## src/rtl/ddr4_train_pkg.sv

```systemverilog
// Shared types and constants for the DDR4 lane RX DQS delay trainer.
// Holds the FSM state type, the tap width and the default parameter values.
package ddr4_train_pkg;

    localparam int TAP_W          = 8;
    localparam int DEF_MAX_TAPS   = 128;
    localparam int DEF_READ_WAIT  = 16;
    localparam int DEF_MIN_WINDOW = 4;

    typedef enum logic [3:0] {
        ST_IDLE   = 4'd0,
        ST_LOAD   = 4'd1,
        ST_REQ    = 4'd2,
        ST_WAIT   = 4'd3,
        ST_SAMPLE = 4'd4,
        ST_STEP   = 4'd5,
        ST_CENTER = 4'd6,
        ST_DONE   = 4'd7,
        ST_FAIL   = 4'd8
    } train_state_e;

    // Floor midpoint; last >= first always, so no wrap is possible.
    function automatic logic [TAP_W-1:0] tap_center(input logic [TAP_W-1:0] first,
                                                    input logic [TAP_W-1:0] last);
        logic [TAP_W-1:0] span;
        span = last - first;
        return first + (span >> 1);
    endfunction

    function automatic logic [TAP_W-1:0] sat_width(input logic [TAP_W:0] w);
        return (w > 9'd255) ? 8'hFF : w[TAP_W-1:0];
    endfunction

endpackage

```

## src/rtl/ddr4_train_win_track.sv

```systemverilog
// Passing-window tracker: first/last tap registers, window width and the
// minimum-width validity compare, both for the stored window and for a pass at the current tap.
module ddr4_train_win_track
    import ddr4_train_pkg::*;
#(
    parameter int MIN_WINDOW = DEF_MIN_WINDOW
) (
    input  logic             clk_i,
    input  logic             rst_i,
    input  logic             clr_i,
    input  logic             sample_i,
    input  logic             pass_i,
    input  logic [TAP_W-1:0] tap_i,
    output logic [TAP_W-1:0] first_o,
    output logic [TAP_W-1:0] last_o,
    output logic [TAP_W:0]   width_o,
    output logic             valid_o,
    output logic             pass_valid_o
);

    localparam logic [TAP_W:0] MIN_W = MIN_WINDOW[TAP_W:0];

    logic [TAP_W-1:0] first_q, first_d, last_q, last_d;
    logic             open_q, open_d;
    logic [TAP_W-1:0] cand_first_s;
    logic [TAP_W:0]   cand_width_s;

    // Width and validity of the stored window and of the window a pass would extend.
    always_comb begin
        cand_first_s = open_q ? first_q : tap_i;
        cand_width_s = {1'b0, tap_i} - {1'b0, cand_first_s} + 9'd1;
        width_o      = {1'b0, last_q} - {1'b0, first_q} + 9'd1;
        valid_o      = open_q && (width_o >= MIN_W);
        pass_valid_o = cand_width_s >= MIN_W;
    end

    // Window update on each sampled tap; a fail discards a window that is too narrow.
    always_comb begin
        first_d = first_q;
        last_d  = last_q;
        open_d  = open_q;
        if (clr_i) begin
            first_d = 8'd0;
            last_d  = 8'd0;
            open_d  = 1'b0;
        end else if (sample_i && pass_i) begin
            first_d = cand_first_s;
            last_d  = tap_i;
            open_d  = 1'b1;
        end else if (sample_i && !valid_o) begin
            open_d  = 1'b0;
        end else begin
            open_d  = open_q;
        end
    end

    // Window state registers.
    always_ff @(posedge clk_i) begin
        if (rst_i) begin
            first_q <= 8'd0;
            last_q  <= 8'd0;
            open_q  <= 1'b0;
        end else begin
            first_q <= first_d;
            last_q  <= last_d;
            open_q  <= open_d;
        end
    end

    assign first_o = first_q;
    assign last_o  = last_q;

endmodule

```

## src/rtl/ddr4_lane_dly_trainer.sv

```systemverilog
// DDR4 lane RX DQS delay trainer: sweeps the delay line, finds the passing window, centres on it.
// Optional macro DDR4_TRAIN_CLK_PAUSE_EN pauses the HS IO clock around every MOVE/LOAD pulse.
module ddr4_lane_dly_trainer
    import ddr4_train_pkg::*;
#(
    parameter int MAX_TAPS   = DEF_MAX_TAPS,
    parameter int READ_WAIT  = DEF_READ_WAIT,
    parameter int MIN_WINDOW = DEF_MIN_WINDOW
) (
    input  logic       FAB_CLK,
    input  logic       RESET,
    input  logic       TRAIN_START,
    input  logic       RX_BURST_DETECT,
    input  logic       RX_DELAY_LINE_OUT_OF_RANGE,
    output logic       DELAY_LINE_SEL,
    output logic       DELAY_LINE_LOAD,
    output logic       DELAY_LINE_DIRECTION,
    output logic       DELAY_LINE_MOVE,
    output logic       HS_IO_CLK_PAUSE,
    output logic       DDR_READ_REQ,
    output logic       BUSY,
    output logic       TRAIN_DONE,
    output logic       TRAIN_FAIL,
    output logic [7:0] TAP_CENTER,
    output logic [7:0] WIN_WIDTH
);

    localparam logic [TAP_W-1:0] LAST_TAP  = TAP_W'(MAX_TAPS - 1);
    localparam logic [TAP_W-1:0] WAIT_LAST = TAP_W'(READ_WAIT - 1);
`ifdef DDR4_TRAIN_CLK_PAUSE_EN
    localparam logic [2:0] PULSE_PH      = 3'd1;
    localparam logic [2:0] MOVE_LAST_PH  = 3'd3;
    localparam logic [2:0] LOAD_LAST_PH  = 3'd2;
    localparam logic [2:0] PAUSE_LAST_PH = 3'd2;
`else
    localparam logic [2:0] PULSE_PH      = 3'd0;
    localparam logic [2:0] MOVE_LAST_PH  = 3'd1;
    localparam logic [2:0] LOAD_LAST_PH  = 3'd0;
`endif

    train_state_e     state_q, state_d;
    logic [2:0]       ph_q, ph_d, mv_ph_s;
    logic [TAP_W-1:0] tap_q, tap_d, wcnt_q, wcnt_d, tap_dec_s, center_s;
    logic [TAP_W-1:0] first_s, last_s;
    logic [TAP_W:0]   width_s;
    logic             win_clr_s, win_smp_s, win_valid_s, pass_valid_s, sweep_end_s;
    logic             mv_act_s, busy_s, move_s, load_s, pause_s;
    logic             sel_q, load_q, dir_q, move_q, pause_q, rreq_q, busy_q, done_q, fail_q;
    logic [7:0]       tap_center_q, win_width_q;

    ddr4_train_win_track #(.MIN_WINDOW(MIN_WINDOW)) u_win (
        .clk_i        (FAB_CLK),
        .rst_i        (RESET),
        .clr_i        (win_clr_s),
        .sample_i     (win_smp_s),
        .pass_i       (RX_BURST_DETECT),
        .tap_i        (tap_q),
        .first_o      (first_s),
        .last_o       (last_s),
        .width_o      (width_s),
        .valid_o      (win_valid_s),
        .pass_valid_o (pass_valid_s)
    );

    assign center_s  = tap_center(first_s, last_s);
    assign tap_dec_s = tap_q - 8'd1;

    // Sweep sequencing; CENTER phase 0 checks for an already-centred line before any move.
    always_comb begin
        state_d     = state_q;
        ph_d        = ph_q;
        tap_d       = tap_q;
        wcnt_d      = wcnt_q;
        win_clr_s   = 1'b0;
        win_smp_s   = 1'b0;
        sweep_end_s = (tap_q == LAST_TAP) || RX_DELAY_LINE_OUT_OF_RANGE;
        case (state_q)
            ST_IDLE, ST_DONE, ST_FAIL: begin
                if (TRAIN_START) begin
                    state_d = ST_LOAD;
                    ph_d    = 3'd0;
                end else begin
                    state_d = state_q;
                end
            end
            ST_LOAD: begin
                tap_d     = 8'd0;
                win_clr_s = 1'b1;
                if (ph_q == LOAD_LAST_PH) begin
                    state_d = ST_REQ;
                    ph_d    = 3'd0;
                end else begin
                    ph_d = ph_q + 3'd1;
                end
            end
            ST_REQ: begin
                state_d = ST_WAIT;
                wcnt_d  = 8'd0;
            end
            ST_WAIT: begin
                if (wcnt_q == WAIT_LAST) begin
                    state_d = ST_SAMPLE;
                end else begin
                    wcnt_d = wcnt_q + 8'd1;
                end
            end
            ST_SAMPLE: begin
                win_smp_s = 1'b1;
                ph_d      = 3'd0;
                if (RX_BURST_DETECT) begin
                    if (sweep_end_s) begin
                        state_d = pass_valid_s ? ST_CENTER : ST_FAIL;
                    end else begin
                        state_d = ST_STEP;
                    end
                end else if (win_valid_s) begin
                    state_d = ST_CENTER;
                end else if (sweep_end_s) begin
                    state_d = ST_FAIL;
                end else begin
                    state_d = ST_STEP;
                end
            end
            ST_STEP: begin
                if (ph_q == MOVE_LAST_PH) begin
                    tap_d   = tap_q + 8'd1;
                    ph_d    = 3'd0;
                    state_d = ST_REQ;
                end else begin
                    ph_d = ph_q + 3'd1;
                end
            end
            ST_CENTER: begin
                if (ph_q == 3'd0) begin
                    if (tap_q == center_s) begin
                        state_d = ST_DONE;
                    end else begin
                        ph_d = 3'd1;
                    end
                end else if (ph_q == MOVE_LAST_PH + 3'd1) begin
                    tap_d = tap_dec_s;
                    if (tap_dec_s == center_s) begin
                        state_d = ST_DONE;
                        ph_d    = 3'd0;
                    end else begin
                        ph_d = 3'd1;
                    end
                end else begin
                    ph_d = ph_q + 3'd1;
                end
            end
            default: begin
                state_d = ST_IDLE;
                ph_d    = 3'd0;
            end
        endcase
    end

    // Output decode from the next state so every output is a plain register.
    always_comb begin
        mv_act_s = 1'b0;
        mv_ph_s  = 3'd0;
        if (state_d == ST_STEP) begin
            mv_act_s = 1'b1;
            mv_ph_s  = ph_d;
        end else if ((state_d == ST_CENTER) && (ph_d != 3'd0)) begin
            mv_act_s = 1'b1;
            mv_ph_s  = ph_d - 3'd1;
        end else begin
            mv_act_s = 1'b0;
        end
        busy_s = !((state_d == ST_IDLE) || (state_d == ST_DONE) || (state_d == ST_FAIL));
        move_s = mv_act_s && (mv_ph_s == PULSE_PH);
        load_s = (state_d == ST_LOAD) && (ph_d == PULSE_PH);
`ifdef DDR4_TRAIN_CLK_PAUSE_EN
        pause_s = (mv_act_s && (mv_ph_s <= PAUSE_LAST_PH)) || (state_d == ST_LOAD);
`else
        pause_s = 1'b0;
`endif
    end

    // State, counters and registered outputs; reset clears everything including DIRECTION.
    always_ff @(posedge FAB_CLK) begin
        if (RESET) begin
            state_q      <= ST_IDLE;
            ph_q         <= 3'd0;
            tap_q        <= 8'd0;
            wcnt_q       <= 8'd0;
            sel_q        <= 1'b0;
            load_q       <= 1'b0;
            dir_q        <= 1'b0;
            move_q       <= 1'b0;
            pause_q      <= 1'b0;
            rreq_q       <= 1'b0;
            busy_q       <= 1'b0;
            done_q       <= 1'b0;
            fail_q       <= 1'b0;
            tap_center_q <= 8'd0;
            win_width_q  <= 8'd0;
        end else begin
            state_q      <= state_d;
            ph_q         <= ph_d;
            tap_q        <= tap_d;
            wcnt_q       <= wcnt_d;
            sel_q        <= busy_s;
            load_q       <= load_s;
            dir_q        <= (state_d == ST_STEP);
            move_q       <= move_s;
            pause_q      <= pause_s;
            rreq_q       <= (state_d == ST_REQ);
            busy_q       <= busy_s;
            done_q       <= (state_d == ST_DONE);
            fail_q       <= (state_d == ST_FAIL);
            tap_center_q <= (state_d == ST_DONE) ? center_s : 8'd0;
            win_width_q  <= (state_d == ST_DONE) ? sat_width(width_s) : 8'd0;
        end
    end

    assign DELAY_LINE_SEL       = sel_q;
    assign DELAY_LINE_LOAD      = load_q;
    assign DELAY_LINE_DIRECTION = dir_q;
    assign DELAY_LINE_MOVE      = move_q;
    assign HS_IO_CLK_PAUSE      = pause_q;
    assign DDR_READ_REQ         = rreq_q;
    assign BUSY                 = busy_q;
    assign TRAIN_DONE           = done_q;
    assign TRAIN_FAIL           = fail_q;
    assign TAP_CENTER           = tap_center_q;
    assign WIN_WIDTH            = win_width_q;

endmodule

```

## config.mk

```make
export PLATFORM = sky130hd
export DESIGN_NAME = ddr4_lane_dly_trainer
export DESIGN_NICKNAME = d
export VERILOG_FILES = /design/src/rtl/ddr4_train_pkg.sv /design/src/rtl/ddr4_train_win_track.sv /design/src/rtl/ddr4_lane_dly_trainer.sv
export SDC_FILE = /design/constraint.sdc
export NUM_CORES = 1
export LEC_CHECK = 0
export ABC_AREA = 0
export CAP_MARGIN = 10
export CORE_ASPECT_RATIO = 0.6
export CORE_MARGIN = 5
export CORE_UTILIZATION = 40
export CTS_CLUSTER_SIZE = 30
export DETAILED_ROUTE_END_ITERATION = 12
export GPL_ROUTABILITY_DRIVEN = 0
export MAX_ROUTING_LAYER = met4
export PLACE_DENSITY = 0.63
export SLEW_MARGIN = 20
export SYNTH_ARGS = -nofsm -noshare
export SYNTH_HDL_FRONTEND = slang
export SYNTH_SLANG_ARGS = --single-unit
```

## constraint.sdc

```tcl
create_clock -name FAB_CLK -period 4.7 [get_ports FAB_CLK]
set_input_delay 0.94 -clock FAB_CLK [delete_from_list [all_inputs] [get_ports FAB_CLK]]
set_output_delay 0.94 -clock FAB_CLK [all_outputs]
set_load 0.02 [all_outputs]
```

### Signal metal coverage by tile

30 x 19 tiles, from dark blue (low) to red (high), scaled to the fullest tile. Values are wire area over tile area, all layers added.
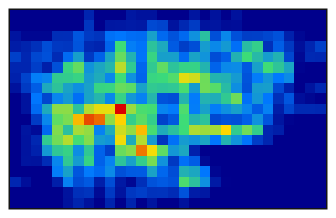
nearly empty tiles	29%
densest ninth of the die	center
fullest tile	0.71
emptiest ninth of the die	south-east
tiles over half the peak	11%
mean over tiles	0.15
wire per inst: 16.2 um
vias after detailed routing: 4,414
final wirelength: 13,100 um
GRT Total Usage: 18.9%

### Cell outlines without signal wires

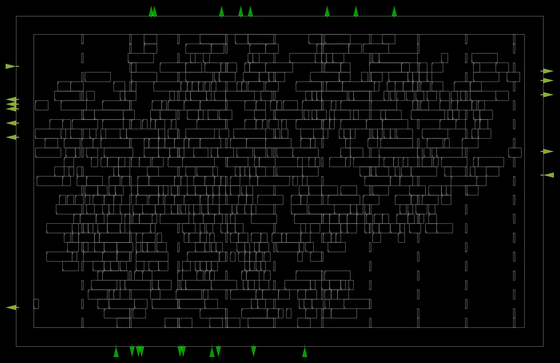
n_taps: 165
Final Instance Count excl. Fillers: 807
Fillers: 1,131

### Floorplan with the power grid

Scale bar: 50 um. Pins as bars on the die edge. Tap cells in gray.
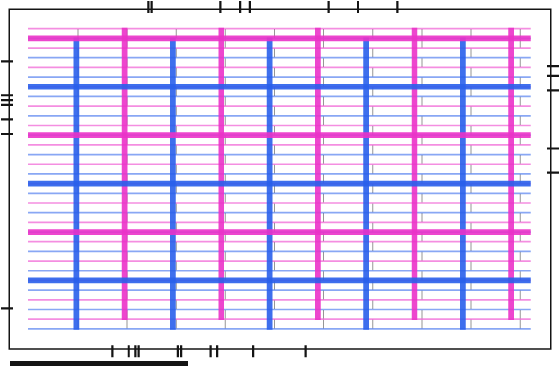
color	net
blue	VSS
magenta	VDD
met1 rails	32
met5 straps	6
rows	31
met4 straps	10
signal pins	30
core area: 11,900 um^2
Die Ht: 95.0 um
VDD IR-drop max: 0.160 mV
Horiz. Die Dim: 152 um

==> run summary <==
CP Data Required Time = 4940 ps
count of library flops with an enable pin = 0
worst-margin pin slew = 1060 ps
met2 Use GR = 26.1%
DRT Pass-1 Iters = 5
clock network fraction of total power = 49.9%
Switch Pwr = 0.349 mW
Int Pwr = 1.09 mW
Post-synth regs = 63
Via density = 5.47
buffer-and-inverter tally for the worst setup path = 7
post-placement cell area = 5390 um^2
Crit Reg-Reg Startpoint = u_win.first_o[1]
Area Growth Syn to Fin = 23.5%
setup ws final = 286 ps
Switching Share = 24.3%
CTS H-Tree Depth = 3
post-route minimum period = 4410 ps
XOR Share, Synth = 9.43%
Lkg Pwr = 2.29 nW
CP startpoint kind = flop
DP Worst Slack = -43.3 ps
Yosys chip area = 4820 um^2
Tcrit/Tclk final = 93.9%
largest net degree at the start of global routing = 26
ys cells = 589
initial antenna violation count = 0
Crit. path cell count = 21
# Max-Cap Violations = 0
IO Count = 30
CP Max Fanout = 14
Remaining DRCs = 0
clk sink count = 63
RSZ-0062 raised after global routing = no
worst-path cell chain = inv_1 -> ha_1 -> inv_1 -> o21bai_1 -> a21o_1 -> buf_4 -> xor2_1 -> ha_1 -> buf_4 -> nor2_1 -> o31ai_4 -> buf_6 -> xnor3_1 -> nor3_1 -> nand4_1 -> buf_4 -> a21oi_4 -> nor2_2 -> or4_1 -> buf_4 -> nor3_1
ANT cells = 0
R2R Setup Slk = 290 ps
Site Rows = 31
Seq/Total Area, Yosys = 26.2%
met1 Usage GRT = 27.8%
total CTS buffers = 9
MUX area fraction = 3.32%
Adder Area Share = 15.8%
combinational share of power = 11.8%
clock skew = 6.74 ps
total grt overflow = 0
Worst R2R Path Depth = 21
global-route wire length before repair = 20,700 um
Crit. End Element = flop
clk slew on worst S/H paths = 60 ps
busiest grt layer = met1
crit path DAT = 4650 ps
met3 GRT Util = 4.46%
Worst-Skew Late Latency = 330 ps
critical path's top delay family = simple AND/OR/NAND/NOR gates
# hold bufs at CTS = 0
CP max stage cell = xnor3_1
most used cell along the critical path = buf_4
relative max-transition margin = 29.4%
worst hold slack = 465 ps
Synth Cell Area = 4820 um^2
P per Cell Area = 241 nW/um^2
starting DRC count in detailed routing = 344
yosys simple share = 20.0%
die footprint = 14,400 um^2
sequential share of power = 38.3%
CTS tree = done
Core Util, Final = 50.0%
post-synthesis async set-or-reset flop share = 0%
slowest stage delay, CP = 400 ps
Routed Antenna Nets = 0
Net count, final = 699
vias in the first global route = 4,091
Top FF cell, synth = dfxtp_1
Setup crit end = TAP_CENTER[4]
Pwr Total = 1.43 mW
worst hold path depth = 2
class of the worst hold path = flop to flop
Mapped Avg Cell Area = 8.18 um^2
Crit. Startpoint = u_win.first_o[1]
Distinct cells, synth = 65
Final Slew Violations = 0
post-route setup TNS = 0 ps
status = complete, no violations
comb area leader = simple AND/OR/NAND/NOR gates
post-DP HPWL = 9860 um
Peak Freq = 227 MHz
CP Class = flop to flop
Final Hold Fails = 0
ratio of cells with drive above 1 in the final layout = 14.6%
tool warnings = 39
cells after synthesis = 589
area fraction in compound gates after synthesis = 19.4%
clk root buf = clkbuf_16
Syn Nets = 650
Pre-Place Util = 40.5%
final instance area = 5950 um^2
Longest Clk Path Bufs = 2
worst register-to-register path: stages (launching register included):
cell and delay, ps:
dfxtp_2 320, inv_1 40, ha_1 280, inv_1 80, o21bai_1 70, a21o_1 190, buf_4 140, xor2_1 150
ha_1 320, buf_4 140, nor2_1 70, o31ai_4 320, buf_6 160, xnor3_1 400, nor3_1 190, nand4_1 180
buf_4 190, a21oi_4 190, nor2_2 90, or4_1 400, buf_4 210, nor3_1 200
final cells by class:
| class | instances | area, um^2 |
|---|---|---|
| fill | 1131 | 5960 |
| timing repair buffer | 63 | 547 |
| multi-input combinational | 456 | 3450 |
| clock inverter | 3 | 67.6 |
| tap | 165 | 206 |
| inverter | 45 | 169 |
| clock buffer | 12 | 246 |
| sequential | 63 | 1260 |
power groups by stage:
| stage | combinational [mW] | sequential, mW | clock (mW) |
|---|---|---|---|
| finish | 0.169 | 0.550 | 0.715 |
| global route | 0.186 | 0.551 | 0.753 |
| CTS | 0.159 | 0.550 | 0.731 |
| detailed placement | 0.158 | 0.561 | 0 |
| floorplan | 0.115 | 0.561 | 0 |
| global placement | 0.155 | 0.561 | 0 |
placed cells by master, fill, tap and decap left out, types with 14 or more instances in the layout:
cell             count
ha_1                43
a21oi_1             46
a211oi_1            15
nand3_1             15
nor2_1              69
dfxtp_1             60
o21ai_0             20
nand2_1             43
inv_1               43
clkdlybuf4s50_1     28
xnor2_1             22
xor2_1              14
buf_4               34
mux2i_1             16
registers in the layout, indices dropped and copies added, names as in the netlist:
name	count
DELAY_LINE_DIRECTION	1
wcnt_q	8
BUSY	1
ph_q	3
DELAY_LINE_MOVE	1
tap_q	8
WIN_WIDTH	8
u_win.last_o	8
u_win.first_o	8
TRAIN_DONE	1
state_q	4
u_win.open_q	1
DELAY_LINE_LOAD	1
DDR_READ_REQ	1
TRAIN_FAIL	1
TAP_CENTER	8
cell usage after synthesis (all sizes together) (5+ instances only):
cell type	n	area, um^2
nor2	70	265
dfxtp	63	1260
a21oi	48	244
ha	48	601
inv	45	169
nand2	44	165
xnor2	25	219
o21ai	23	115
a211oi	17	128
clkbuf	17	63.8
mux2i	16	160
nand3	16	80.1
xor2	14	123
nor3	13	65.1
nand2b	9	56.3
buf	8	47.5
fa	8	160
o22ai	7	43.8
nor2b	6	37.5
nor4	6	43.8
and3	5	31.3
nand4	5	31.3
or2	5	31.3
xnor3	5	113
metal layers:
metal | vias up | routed length, um
li1 | 2173 | -
met1 | 2116 | 6600
met2 | 115 | 5440
met3 | 10 | 952
met4 | 0 | 92
met5 | - | 0
worst min path at each step:
stage,from,endpoint,slack [ps]
2_1_floorplan,u_win.last_o[2],u_win.last_o[2],440
3_3_place_gp,u_win.last_o[2],u_win.last_o[2],450
3_5_place_dp,u_win.last_o[2],u_win.last_o[2],460
4_1_cts,u_win.last_o[2],u_win.last_o[2],460
5_1_grt,u_win.last_o[2],u_win.last_o[2],490
6_report,u_win.last_o[2],u_win.last_o[2],460
timing repair:
action,CTS,global route
setup buffers,2,7
setup endpoints to repair,1,18
resized,2,42
pin swaps,1,16
hold endpoints to repair,0,0
Power figures rest on the tool's default switching activity, not on a simulated workload.
